**config.mk**
```make
export PLATFORM = sky130hd
export DESIGN_NAME = des_key_schedule
export DESIGN_NICKNAME = d
export VERILOG_FILES = /design/src/rtl/des_pkg.sv /design/src/rtl/des_pc2.sv /design/src/rtl/des_key_schedule.sv
export SDC_FILE = /design/constraint.sdc
export NUM_CORES = 1
export LEC_CHECK = 0
export CAP_MARGIN = 20
export CORE_UTILIZATION = 25
export CTS_BUF_LIST = sky130_fd_sc_hd__clkbuf_4 sky130_fd_sc_hd__clkbuf_8 sky130_fd_sc_hd__clkbuf_16
export DETAILED_ROUTE_END_ITERATION = 16
export PLACE_DENSITY = 0.47
export SLEW_MARGIN = 20
export SYNTH_ARGS = -nofsm -noshare
export SYNTH_HDL_FRONTEND = slang
export SYNTH_HIERARCHICAL = 1
export SYNTH_SLANG_ARGS = --single-unit
export TNS_END_PERCENT = 10
```
**constraint.sdc**
```tcl
create_clock -name clk -period 6 [get_ports clk]
set_input_delay 1.8 -clock clk [delete_from_list [all_inputs] [get_ports clk]]
set_output_delay 1.8 -clock clk [all_outputs]
set_load 0.02 [all_outputs]
```
**src/rtl/des_pkg.sv**
```systemverilog
// Purpose : shared DES key-schedule tables, rotation schedules, FSM state and helper functions.
// Latency : n/a (package of constants and combinational helpers).
// Backpressure : n/a.
// Contents: PC-1 / PC-2 tables (DES 1-based bit numbers), encrypt/decrypt rotation schedules,
//           state_t enum, pc1() and rot_half() helpers, width localparams.
package des_pkg;

   localparam int HALF_W   = 28;
   localparam int SUBKEY_W = 48;
   localparam int CD_W     = 56;

   typedef enum logic {
      IDLE = 1'b0,
      RUN  = 1'b1
   } state_t;

   // Table entries are DES bit numbers: bit 1 is the MSB of the source vector.
   localparam int PC1_TABLE [56] = '{
      57, 49, 41, 33, 25, 17,  9,
       1, 58, 50, 42, 34, 26, 18,
      10,  2, 59, 51, 43, 35, 27,
      19, 11,  3, 60, 52, 44, 36,
      63, 55, 47, 39, 31, 23, 15,
       7, 62, 54, 46, 38, 30, 22,
      14,  6, 61, 53, 45, 37, 29,
      21, 13,  5, 28, 20, 12,  4
   };

   localparam int PC2_TABLE [48] = '{
      14, 17, 11, 24,  1,  5,
       3, 28, 15,  6, 21, 10,
      23, 19, 12,  4, 26,  8,
      16,  7, 27, 20, 13,  2,
      41, 52, 31, 37, 47, 55,
      30, 40, 51, 45, 33, 48,
      44, 49, 39, 56, 34, 53,
      46, 42, 50, 36, 29, 32
   };

   // Left-rotate amounts per emission round when encrypting.
   localparam logic [1:0] ENC_ROT [16] = '{
      2'd1, 2'd1, 2'd2, 2'd2, 2'd2, 2'd2, 2'd2, 2'd2,
      2'd1, 2'd2, 2'd2, 2'd2, 2'd2, 2'd2, 2'd2, 2'd1
   };

   // Right-rotate amounts per emission round when decrypting. Round 0 needs no
   // rotation because the 16 encrypt shifts sum to 28, so C16/D16 equal C0/D0.
   localparam logic [1:0] DEC_ROT [16] = '{
      2'd0, 2'd1, 2'd2, 2'd2, 2'd2, 2'd2, 2'd2, 2'd2,
      2'd1, 2'd2, 2'd2, 2'd2, 2'd2, 2'd2, 2'd2, 2'd1
   };

   // PC-1: 64-bit key (DES bit 1 = key[63]) to 56-bit C||D (DES bit 1 = result[55]).
   function automatic logic [CD_W-1:0] pc1(input logic [63:0] key);
      logic [CD_W-1:0] r;
      r = '0;
      for (int i = 0; i < CD_W; i++) begin
         r[6'(CD_W - 1 - i)] = key[6'(64 - PC1_TABLE[i])];
      end
      return r;
   endfunction

   // Rotate one 28-bit half by 0..2 positions, left or right.
   function automatic logic [HALF_W-1:0] rot_half(input logic [HALF_W-1:0] x,
                                                  input logic [1:0]        amt,
                                                  input logic              right);
      logic [HALF_W-1:0] r;
      r = x;
      case (amt)
         2'd1:    r = right ? {x[0],    x[27:1]} : {x[26:0], x[27]};
         2'd2:    r = right ? {x[1:0],  x[27:2]} : {x[25:0], x[27:26]};
         default: r = x;
      endcase
      return r;
   endfunction

endpackage

```
**src/rtl/des_pc2.sv**
```systemverilog
// Purpose : combinational PC-2 permutation, 56-bit C||D to 48-bit round subkey.
// Latency : 0 cycles (pure combinational).
// Backpressure : none; no handshake.
// Ports: cd_i [55:0] C||D (DES bit 1 = cd_i[55]); subkey_o [47:0] (DES bit 1 = subkey_o[47]).
module des_pc2
   import des_pkg::*;
(
   input  logic [CD_W-1:0]     cd_i,
   output logic [SUBKEY_W-1:0] subkey_o
);

   always_comb begin
      subkey_o = '0;
      for (int j = 0; j < SUBKEY_W; j++) begin
         subkey_o[6'(SUBKEY_W - 1 - j)] = cd_i[6'(CD_W - PC2_TABLE[j])];
      end
   end

endmodule

```
**src/rtl/des_key_schedule.sv**
```systemverilog
// Purpose : sequential DES round-key generator; accepts one key, emits K1..K16 (or K16..K1).
// Latency : first subkey valid 1 cycle after key accept; one subkey per handshake; 17-cycle key period.
// Backpressure : subkey/round_idx/last hold while subkey_ready=0; key_ready=0 for the whole sequence.
// Ports: clk, rst_n (async active-low); key_valid/key_ready/key/decrypt (key side);
//        subkey_valid/subkey_ready/subkey/round_idx/last (subkey side); parity_err (advisory).
// Option macro DES_KEY_PARITY_CHECK_EN: enables the per-byte odd-parity check driving parity_err;
//        when undefined parity_err is tied 0.
module des_key_schedule
   import des_pkg::*;
#(
   parameter int KEY_WIDTH    = 64,
   parameter int SUBKEY_WIDTH = 48
) (
   input  logic                    clk,
   input  logic                    rst_n,
   input  logic                    key_valid,
   input  logic [KEY_WIDTH-1:0]    key,
   input  logic                    decrypt,
   output logic                    key_ready,
   output logic                    subkey_valid,
   input  logic                    subkey_ready,
   output logic [SUBKEY_WIDTH-1:0] subkey,
   output logic [3:0]              round_idx,
   output logic                    last,
   output logic                    parity_err
);

   state_t                state_q, state_d;
   logic [HALF_W-1:0]     c_q, c_d;
   logic [HALF_W-1:0]     d_q, d_d;
   logic [SUBKEY_W-1:0]   subkey_q, subkey_d;
   logic [3:0]            round_q, round_d;
   logic                  dec_q, dec_d;
   logic                  last_q, last_d;

   logic                  accept;
   logic                  load_sub;
   logic [CD_W-1:0]       cd_key;
   logic [3:0]            round_nxt;
   logic [1:0]            rot_amt;
   logic [SUBKEY_W-1:0]   pc2_out;

   assign accept = (state_q == IDLE) && key_valid;

   always_comb begin
      state_d   = state_q;
      c_d       = c_q;
      d_d       = d_q;
      round_d   = round_q;
      dec_d     = dec_q;
      last_d    = last_q;
      load_sub  = 1'b0;
      cd_key    = pc1(key);
      round_nxt = round_q + 4'd1;
      rot_amt   = 2'd0;

      unique case (state_q)
         IDLE: begin
            if (key_valid) begin
               // Pre-rotate by the round-0 amount so the first subkey is ready next cycle.
               rot_amt  = decrypt ? DEC_ROT[0] : ENC_ROT[0];
               c_d      = rot_half(cd_key[55:28], rot_amt, decrypt);
               d_d      = rot_half(cd_key[27:0],  rot_amt, decrypt);
               dec_d    = decrypt;
               round_d  = 4'd0;
               last_d   = 1'b0;
               load_sub = 1'b1;
               state_d  = RUN;
            end
         end
         RUN: begin
            if (subkey_ready) begin
               if (round_q == 4'd15) begin
                  last_d  = 1'b0;
                  state_d = IDLE;
               end else begin
                  rot_amt  = dec_q ? DEC_ROT[round_nxt] : ENC_ROT[round_nxt];
                  c_d      = rot_half(c_q, rot_amt, dec_q);
                  d_d      = rot_half(d_q, rot_amt, dec_q);
                  round_d  = round_nxt;
                  last_d   = (round_nxt == 4'd15);
                  load_sub = 1'b1;
               end
            end
         end
         default: state_d = IDLE;
      endcase
   end

   // Single PC-2 instance on the next-C/D value, so the subkey register updates
   // in the same edge as the C/D registers.
   des_pc2 u_pc2 (
      .cd_i     ({c_d, d_d}),
      .subkey_o (pc2_out)
   );

   assign subkey_d = load_sub ? pc2_out : subkey_q;

   always_ff @(posedge clk or negedge rst_n) begin
      if (!rst_n) begin
         state_q  <= IDLE;
         c_q      <= '0;
         d_q      <= '0;
         subkey_q <= '0;
         round_q  <= '0;
         dec_q    <= 1'b0;
         last_q   <= 1'b0;
      end else begin
         state_q  <= state_d;
         c_q      <= c_d;
         d_q      <= d_d;
         subkey_q <= subkey_d;
         round_q  <= round_d;
         dec_q    <= dec_d;
         last_q   <= last_d;
      end
   end

`ifdef DES_KEY_PARITY_CHECK_EN
   logic parity_err_q, parity_err_d;
   logic key_bad;

   // DES keys carry odd parity per byte; an even byte marks a corrupted key.
   always_comb begin
      key_bad = 1'b0;
      for (int b = 0; b < 8; b++) begin
         if (!(^key[8*b +: 8])) key_bad = 1'b1;
      end
      parity_err_d = accept ? key_bad : parity_err_q;
   end

   always_ff @(posedge clk or negedge rst_n) begin
      if (!rst_n) parity_err_q <= 1'b0;
      else        parity_err_q <= parity_err_d;
   end

   assign parity_err = parity_err_q;
`else
   // Parity bits are dropped by PC-1 and nothing else looks at them here.
   logic unused_parity_bits;
   assign unused_parity_bits = ^{key[56], key[48], key[40], key[32],
                                 key[24], key[16], key[8],  key[0]};
   assign parity_err = 1'b0;
`endif

   assign key_ready    = (state_q == IDLE);
   assign subkey_valid = (state_q == RUN);
   assign subkey       = subkey_q;
   assign round_idx    = round_q;
   assign last         = last_q;

endmodule

```
==> images/met1.png <==
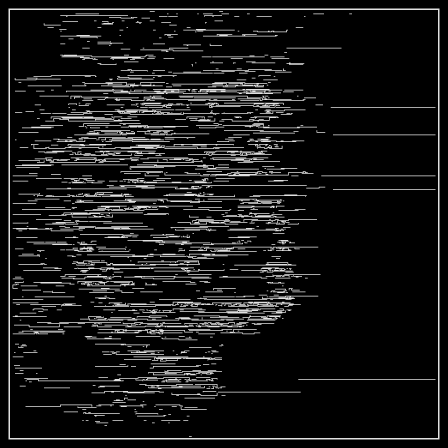
The layer holds 51% of the routed length. The layer carries 9320 um of wire.

==> images/met2.png <==
Scale bar: 50 um. Cells faint in the background.
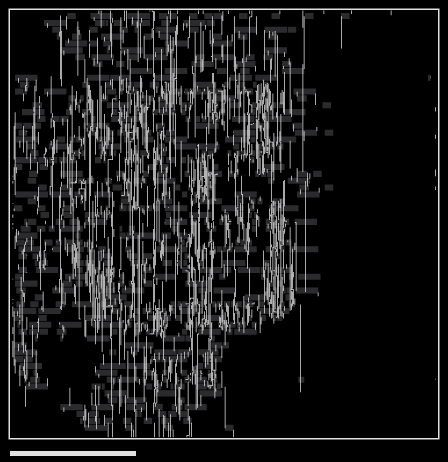
The layer holds 44% of the routed length. The longest straight run is 63.9 um. The wires run mostly vertical. 581 nets have wire on it. The layer carries 8070 um of wire.

==> impl_metrics.toml <==
# physical design summary
[worst_hold_path]
min_from = "subkey[30]"

[placement]
gp_congestion = 0.7453

[synth]
synthTopCellsByArea = "dfrtp_1, mux2_2, buf_4"
ys_top_logic_family = "AND-OR/OR-AND gates"

[setup_path]
cp-endpoint = "subkey[27]"
timing.critical_path.mode_cell = "buf_4"
cp_max_fo = 32
crit_path_start_kind = "input port"
path_buffers = 4

[floorplan]
ios = 125
die_y_um = 169.7
fp_util_pct = 25.37

[grt]
grt_pass1_wl_mm = 29.53

[finish]
fin_nets = 787
comb_area_share_pct = 44.97

[cts]
clock_path_buffers = 2
clk_pin_slew_ns = 0.09

[sta]
rsz0062_at_grt = "false"
worst_slack_ns = 2.122

[outcome]
outcome = "finished clean"

[detailed_routing]
vias = 5260
ant_nets = 0

[power_and_ir_drop]
powerDensity_nw_per_um2 = 635.3
[power by group]
group	switching, mW	total [mW]	leakage [nW]	internal (mW)
Sequential	0.320	1.42	1.33	1.10
Clock	0.320	0.621	0.142	0.302
Combinational	1.73	3.08	1.80	1.35
[state kept, by name, indices dropped and copies added (netlist names)]
register      cells
c_q              28
d_q              28
dec_q             1
last              1
round_idx         4
subkey           48
subkey_valid      1
[metal layers]
layer  part of all wire, %  vias to the layer above  routed length (um)  global-route usage [%]
met4                   1.1                        0                 208                   3.604
met2                    44                       90                8070                   19.64
met5                     0                        -                   0                       0
met3                   3.3                       10                 593                   2.379
li1                      -                     2534                   -                       -
met1                    51                     2626                9319                   18.41
[cell usage in the layout (no fill, tap or decap), types with 23 or more instances in the layout]
cell,n
a31oi_1,34
nor2b_1,40
o21ai_0,71
and2_1,40
clkdlybuf4s50_1,74
dfrtp_1,110
conb_1,23
a22oi_1,46
a211oi_1,32
mux2_2,91
[worst reg2reg max path: cells and delay by family, from the launching register on]
| family | cells | cell delay, ns |
|---|---|---|
| DFF | 1 | 0.55 |
| AOI/OAI and AO/OA | 3 | 1.04 |
| adders and majority gates | 1 | 0.31 |
| muxes | 2 | 0.57 |
| and+or+nand+nor | 1 | 0.14 |
| buffers and inverters | 1 | 0.37 |
| xor gates and xnor gates | 1 | 0.54 |
[per-stage QoR]
step | power (mW) | hold slack [ns] | util (%) | instances
floorplan | 3.895 | 0.5330 | - | 726
global route | 5.516 | 0.5244 | 29.09 | 1096
CTS | 5.174 | 0.5028 | 29.09 | 1096
detailed placement | 4.532 | 0.4800 | 28.05 | 1080
finish | 5.121 | 0.4959 | 29.09 | 1096
global placement | 4.510 | 0.4746 | 28.05 | 1080
No activity file was given, so power comes from the tool's default toggle rates.
